File: src/rtl/mem_access.sv
// Memory-access pipeline stage: turns load/store/LL/SC into single data-bus
// transactions with big-endian lane steering, load extension and LLbit updates.
module mem_access (
  input  logic        clk,
  input  logic        reset_n,
  input  logic [5:0]  stall,
  input  logic        flush,
  input  logic        ex_we,
  input  logic [4:0]  ex_waddr,
  input  logic [31:0] ex_wdata,
  input  logic        ex_whilo,
  input  logic [31:0] ex_hi,
  input  logic [31:0] ex_lo,
  input  logic [3:0]  ex_memop,
  input  logic [31:0] ex_memaddr,
  input  logic [31:0] ex_memdata,
  input  logic        llbit_i,
  input  logic        wb_llbit_we,
  input  logic        wb_llbit_value,
  output logic        dbus_req,
  output logic        dbus_we,
  output logic [31:0] dbus_addr,
  output logic [3:0]  dbus_sel,
  output logic [31:0] dbus_wdata,
  input  logic        dbus_ack,
  input  logic [31:0] dbus_rdata,
  output logic        mem_we,
  output logic [4:0]  mem_waddr,
  output logic [31:0] mem_wdata,
  output logic        mem_whilo,
  output logic [31:0] mem_hi,
  output logic [31:0] mem_lo,
  output logic        LLbit_we_o,
  output logic        LLbit_value_o,
  output logic        stallreq_mem,
  output logic        addr_err
);

  localparam int unsigned DW = 32;

  localparam logic [3:0] OP_NONE = 4'd0;
  localparam logic [3:0] OP_LB   = 4'd1;
  localparam logic [3:0] OP_LBU  = 4'd2;
  localparam logic [3:0] OP_LH   = 4'd3;
  localparam logic [3:0] OP_LHU  = 4'd4;
  localparam logic [3:0] OP_LW   = 4'd5;
  localparam logic [3:0] OP_SB   = 4'd6;
  localparam logic [3:0] OP_SH   = 4'd7;
  localparam logic [3:0] OP_SW   = 4'd8;
  localparam logic [3:0] OP_LL   = 4'd9;
  localparam logic [3:0] OP_SC   = 4'd10;

  typedef enum logic [1:0] {ST_IDLE, ST_WAIT, ST_DONE} state_t;

  state_t state, next_state;

  logic [3:0]    op_q;
  logic [1:0]    off_q;
  logic [DW-1:0] result_q;
  logic          flush_q;

  logic          llbit_cur;
  logic          op_valid;
  logic          misaligned;
  logic          sc_fail;
  logic          issue;
  logic          capture;
  logic          kill;
  logic          op_we;
  logic [3:0]    op_sel;
  logic [DW-1:0] op_wdata;

  logic unused_stall;
  assign unused_stall = ^{stall[5], stall[3:0]};

  // Big-endian load extraction and extension; SC success writes 1.
  function automatic logic [DW-1:0] load_extend(input logic [3:0]    op,
                                                input logic [1:0]    off,
                                                input logic [DW-1:0] rd);
    logic [7:0]  b;
    logic [15:0] h;
    logic [DW-1:0] r;
    unique case (off)
      2'd0:    b = rd[31:24];
      2'd1:    b = rd[23:16];
      2'd2:    b = rd[15:8];
      default: b = rd[7:0];
    endcase
    h = off[1] ? rd[15:0] : rd[31:16];
    case (op)
      OP_LB:        r = {{24{b[7]}}, b};
      OP_LBU:       r = {24'd0, b};
      OP_LH:        r = {{16{h[15]}}, h};
      OP_LHU:       r = {16'd0, h};
      OP_LW, OP_LL: r = rd;
      OP_SC:        r = DW'(1);
      default:      r = '0;
    endcase
    return r;
  endfunction

  // Operation decode for the instruction currently in EX/MEM.
  always_comb begin
    llbit_cur  = wb_llbit_we ? wb_llbit_value : llbit_i;
    op_valid   = (ex_memop != OP_NONE) && (ex_memop <= OP_SC);
    misaligned = 1'b0;
    op_we      = 1'b0;
    op_sel     = 4'b0000;
    op_wdata   = ex_memdata;
    case (ex_memop)
      OP_LB, OP_LBU: op_sel = 4'b1000 >> ex_memaddr[1:0];
      OP_SB: begin
        op_sel   = 4'b1000 >> ex_memaddr[1:0];
        op_we    = 1'b1;
        op_wdata = {4{ex_memdata[7:0]}};
      end
      OP_LH, OP_LHU: begin
        op_sel     = ex_memaddr[1] ? 4'b0011 : 4'b1100;
        misaligned = ex_memaddr[0];
      end
      OP_SH: begin
        op_sel     = ex_memaddr[1] ? 4'b0011 : 4'b1100;
        op_we      = 1'b1;
        op_wdata   = {2{ex_memdata[15:0]}};
        misaligned = ex_memaddr[0];
      end
      OP_LW, OP_LL: begin
        op_sel     = 4'b1111;
        misaligned = (ex_memaddr[1:0] != 2'b00);
      end
      OP_SW, OP_SC: begin
        op_sel     = 4'b1111;
        op_we      = 1'b1;
        misaligned = (ex_memaddr[1:0] != 2'b00);
      end
      default: ;
    endcase
    sc_fail = (ex_memop == OP_SC) && !misaligned && !llbit_cur;
  end

  // State register.
  always_ff @(posedge clk or negedge reset_n) begin
    if (!reset_n) state <= ST_IDLE;
    else          state <= next_state;
  end

  // Next-state and stage outputs.
  always_comb begin
    next_state    = state;
    issue         = 1'b0;
    capture       = 1'b0;
    kill          = 1'b0;
    mem_we        = ex_we;
    mem_waddr     = ex_waddr;
    mem_wdata     = ex_wdata;
    mem_whilo     = ex_whilo;
    mem_hi        = ex_hi;
    mem_lo        = ex_lo;
    LLbit_we_o    = 1'b0;
    LLbit_value_o = 1'b0;
    stallreq_mem  = 1'b0;
    addr_err      = 1'b0;
    unique case (state)
      ST_IDLE: begin
        if (flush) begin
          kill = 1'b1;
        end else if (!op_valid) begin
          // plain pass-through
        end else if (misaligned) begin
          addr_err = 1'b1;
          mem_we   = 1'b0;
        end else if (sc_fail) begin
          mem_we    = 1'b1;
          mem_wdata = '0;
        end else begin
          stallreq_mem = 1'b1;
          issue        = 1'b1;
          next_state   = ST_WAIT;
        end
      end
      ST_WAIT: begin
        stallreq_mem = 1'b1;
        mem_we       = 1'b0;
        if (dbus_ack) begin
          // A flush seen at any point of the transaction discards the result.
          capture    = !(flush || flush_q);
          next_state = (flush || flush_q) ? ST_IDLE : ST_DONE;
        end
      end
      ST_DONE: begin
        if (flush) begin
          kill       = 1'b1;
          next_state = ST_IDLE;
        end else begin
          if (op_q inside {OP_LB, OP_LBU, OP_LH, OP_LHU, OP_LW, OP_LL, OP_SC})
            mem_wdata = result_q;
          if (op_q == OP_LL) begin
            LLbit_we_o    = 1'b1;
            LLbit_value_o = 1'b1;
          end else if (op_q == OP_SC) begin
            LLbit_we_o    = 1'b1;
            LLbit_value_o = 1'b0;
          end
          if (!stall[4]) next_state = ST_IDLE;
        end
      end
      default: next_state = ST_IDLE;
    endcase
    if (kill || !reset_n) begin
      mem_we        = 1'b0;
      mem_waddr     = '0;
      mem_wdata     = '0;
      mem_whilo     = 1'b0;
      mem_hi        = '0;
      mem_lo        = '0;
      LLbit_we_o    = 1'b0;
      LLbit_value_o = 1'b0;
    end
    if (!reset_n) begin
      stallreq_mem = 1'b0;
      addr_err     = 1'b0;
    end
  end

  // Bus request registers, transaction context and captured load result.
  always_ff @(posedge clk or negedge reset_n) begin
    if (!reset_n) begin
      dbus_req   <= 1'b0;
      dbus_we    <= 1'b0;
      dbus_addr  <= '0;
      dbus_sel   <= '0;
      dbus_wdata <= '0;
      op_q       <= OP_NONE;
      off_q      <= 2'b00;
      result_q   <= '0;
      flush_q    <= 1'b0;
    end else if (issue) begin
      dbus_req   <= 1'b1;
      dbus_we    <= op_we;
      dbus_addr  <= {ex_memaddr[31:2], 2'b00};
      dbus_sel   <= op_sel;
      dbus_wdata <= op_wdata;
      op_q       <= ex_memop;
      off_q      <= ex_memaddr[1:0];
      flush_q    <= 1'b0;
    end else if (state == ST_WAIT) begin
      if (flush)    flush_q  <= 1'b1;
      if (dbus_ack) dbus_req <= 1'b0;
      if (capture)  result_q <= load_extend(op_q, off_q, dbus_rdata);
    end
  end

endmodule

File: config.mk
export PLATFORM = sky130hd
export DESIGN_NAME = mem_access
export DESIGN_NICKNAME = d
export VERILOG_FILES = /design/src/rtl/mem_access.sv
export SDC_FILE = /design/constraint.sdc
export NUM_CORES = 1
export LEC_CHECK = 0
export ABC_AREA = 1
export CORE_AREA = 2 2 155 157
export CTS_CLUSTER_SIZE = 20
export DETAILED_ROUTE_END_ITERATION = 16
export DIE_AREA = 0 0 157 159
export DONT_BUFFER_PORTS = 1
export SYNTH_ARGS = -nofsm -noshare
export SYNTH_HDL_FRONTEND = slang
export SYNTH_SLANG_ARGS = --single-unit
File: constraint.sdc
create_clock -name clk -period 1.6 [get_ports clk]
set_input_delay 0.24 -clock clk [delete_from_list [all_inputs] [get_ports clk]]
set_output_delay 0.24 -clock clk [all_outputs]
set_load 0.02 [all_outputs]
### Ports around the boundary

Pins as bars across the die edge, other pins in gray.
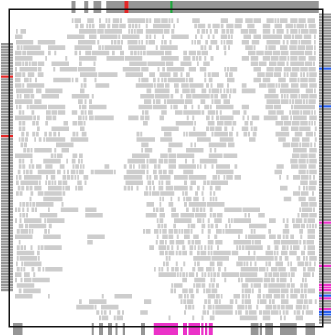
legend:
  magenta:
    port: dbus_rdata
    pins: 32
    direction: input
    edge: 25 bottom, 7 right
  green:
    port: dbus_req
    pins: 1
    direction: output
    edge: top
  red:
    port: dbus_sel
    pins: 4
    direction: output
    edge: 2 top, 2 left
  blue:
    port: ex_waddr
    pins: 5
    direction: input
    edge: right
all pins by edge: 124 top, 115 right, 92 left, 62 bottom
Port Buf Inserts: 0
die height: 159 µm

### Clock wires, drivers and flops

Bar = 50 µm.
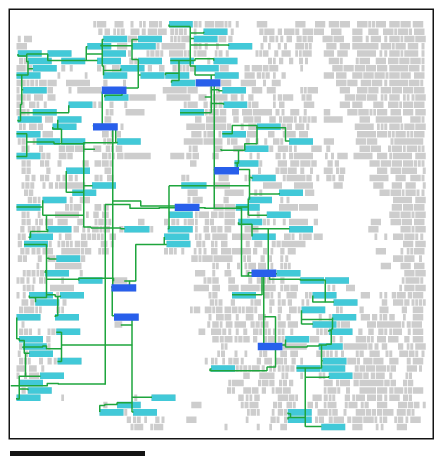
legend:
  green:
    item: clock wires
    length: 1,580 µm
  blue:
    item: clock-net drivers
    count: 9
  cyan:
    item: flip-flops
    count: 109
flops lie: all over the die
routed clock nets: 10
Clock Skew: 0.0129 ns
Clk pwr share: 0.149
worst skew pair latency: 0.36 ns
Clk. pwr: 2310 µW

### Register map, names as in the netlist

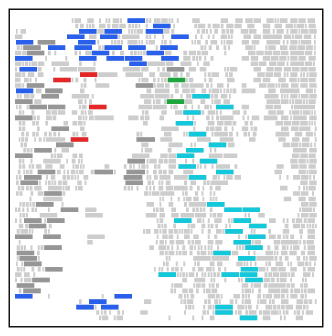
legend:
  red:
    netlist_name: dbus_sel
    flops: 4
    where: upper left
  cyan:
    netlist_name: result_q
    flops: 32
  blue:
    netlist_name: dbus_addr
    flops: 30
  green:
    netlist_name: state
    flops: 2
Seq group: 5630 µW
Core Util, Final: 0.518
Seq area share: 0.228

==> impl_metrics.py <==
# Physical implementation metrics
metrics = {
    "run_status": {
        "status": "complete, but fails checks",
        "violations": "negative hold slack, negative setup slack",
    },
    "floorplan": {
        "rows": 56,
        "die_w_um": 157,
        "pin_count": 393,
    },
    "job": {
        "log.warning_count": 38,
    },
    "global_route": {
        "grtUsageMet1": 0.260,
        "grt_overflow": 0,
        "grt_pass1_wl_um": 49200,
        "grt_pass1_vias": 8257,
        "use_met2": 0.446,
        "use_met3": 0.0912,
    },
    "placed_design": {
        "gp_congestion": 0.907,
        "dp_hpwl_um": 24300,
        "dpl_cell_area_um2": 9020,
        "dpl.cell_count": 1562,
        "post-place-ws_ns": -0.297,
    },
    "yosys": {
        "synthTopCellsByCount": "337 x nand2_1, 151 x inv_1, 139 x nor2_1, 109 x dfrtp_1, 99 x o21ai_0",
        "synth_area_um2": 7380,
        "ys.flops": 109,
        "async_flop_share": 1.00,
        "ys_area_um2": 7380,
        "yosysCellCount": 1158,
        "mux_share": 0,
        "ys_sh_xor": 0,
        "top_area_frac": 0.370,
        "synthAoiAreaFrac": 0.168,
        "top_area_cell": "dfrtp_1",
        "area_leaders": "dfrtp_1 37%, nand2_1 17%, inv_1 7.7%",
        "most_common_cell": "nand2_1",
    },
    "clock_tree": {
        "cts_setup_buffers": 14,
        "holdBufCountCts": 21,
        "ctsResizeCount": 298,
        "clockBufferDepth": 2,
        "cts-root-buf": "clkbuf_16",
        "path_clk_slew_ns": 0.08,
        "cts_tree": "yes",
    },
    "final_timing": {
        "fin_setup_tns_ns": -50.75,
        "fin_ws_ns": -0.742,
        "clock.fmax_mhz": 427,
        "setup_violations": 156,
        "rsz0062_at_grt": "yes",
        "hold_viol_final": 109,
        "fin_crit_sh": 1.46,
        "min_period_ns": 2.34,
        "whs_ns": -0.438,
    },
    "power": {
        "power.density_nw_per_um2": 1290,
        "power.internal_uw": 8300,
        "p_sw_uw": 7190,
        "leakagePower_uw": 0.00576,
        "pwr-share-seq": 0.364,
        "peakVddDrop_mv": 0.814,
        "p_total_uw": 15500,
    },
    "finish": {
        "final-nonclk-buf-share": 0.226,
        "stdcell_area_um2": 12000,
        "fin_cells": 1647,
        "mostFrequentLayoutCells": "276 x nand2_1, 145 x inv_1, 113 x nor2_4, 105 x dfrtp_1, 94 x buf_6",
        "num-nonclk-buffers": 219,
        "drive_above_1_share": 0.395,
        "clkCellAreaFrac": 0.0251,
        "largest_registers": "dbus_wdata (32), result_q (32), dbus_addr (30)",
    },
    "worst_setup_path": {
        "r2r-end": "dbus_wdata[30]$_DFFE_PN0P_",
        "startpoint": "op_q[2]$_DFFE_PN0P_",
        "r2r_slack_ns": -0.14,
        "critPathRequiredTime_ns": 1.36,
        "cp_num_cells": 11,
        "worstPathArrival_ns": 2.10,
        "crit_type": "reg2out",
        "r2r_cells": 11,
        "path_delay_family": "simple AND/OR/NAND/NOR gates",
        "path_cells": "buf_6, nand2_2, nand2_2, a21oi_4, nand2_8, nand2_8, clkbuf_16, nand2_2, nand3_2, nand2_2, nor2_4",
        "critPathBufInv": 2,
        "critical_path.slowest_cell": "dfrtp_1",
    },
    "route": {
        "antenna_left": 0,
        "top_layer": "met4",
        "drt_iter0_drc": 604,
        "route.met3.wl_um": 3360,
        "wl_met2_um": 17700,
    },
    "worst_hold_path": {
        "min_path_type": "in2async",
    },
}
### Clock routing

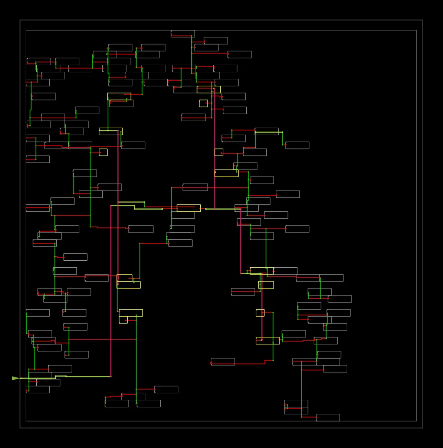
Flops: 109
clock buf count: 9
Num CTS Buffers: 9
clk sinks: 109

### Metal layers overlaid

Bar = 50 µm.
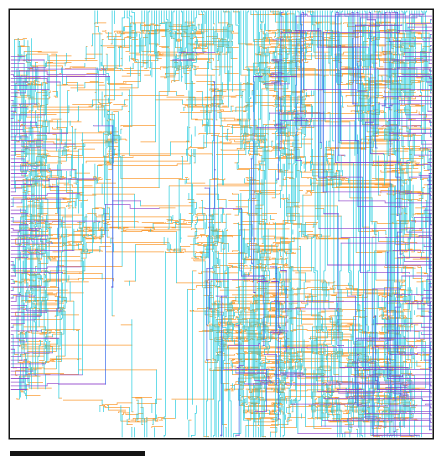
legend:
  cyan:
    layer: M2
    wire_length: 17,700 µm
  purple:
    layer: M3
    wire_length: 3,360 µm
  orange:
    layer: M1
    wire_length: 11,600 µm
  blue:
    layer: M4
    wire_length: 2,360 µm
via count of the routed design: 8,510
Global Route Usage Sum: 0.260
routed wire length per instance: 21.3 µm
final WL: 35,000 µm

No activity file was given, so power comes from the tool's default toggle rates.
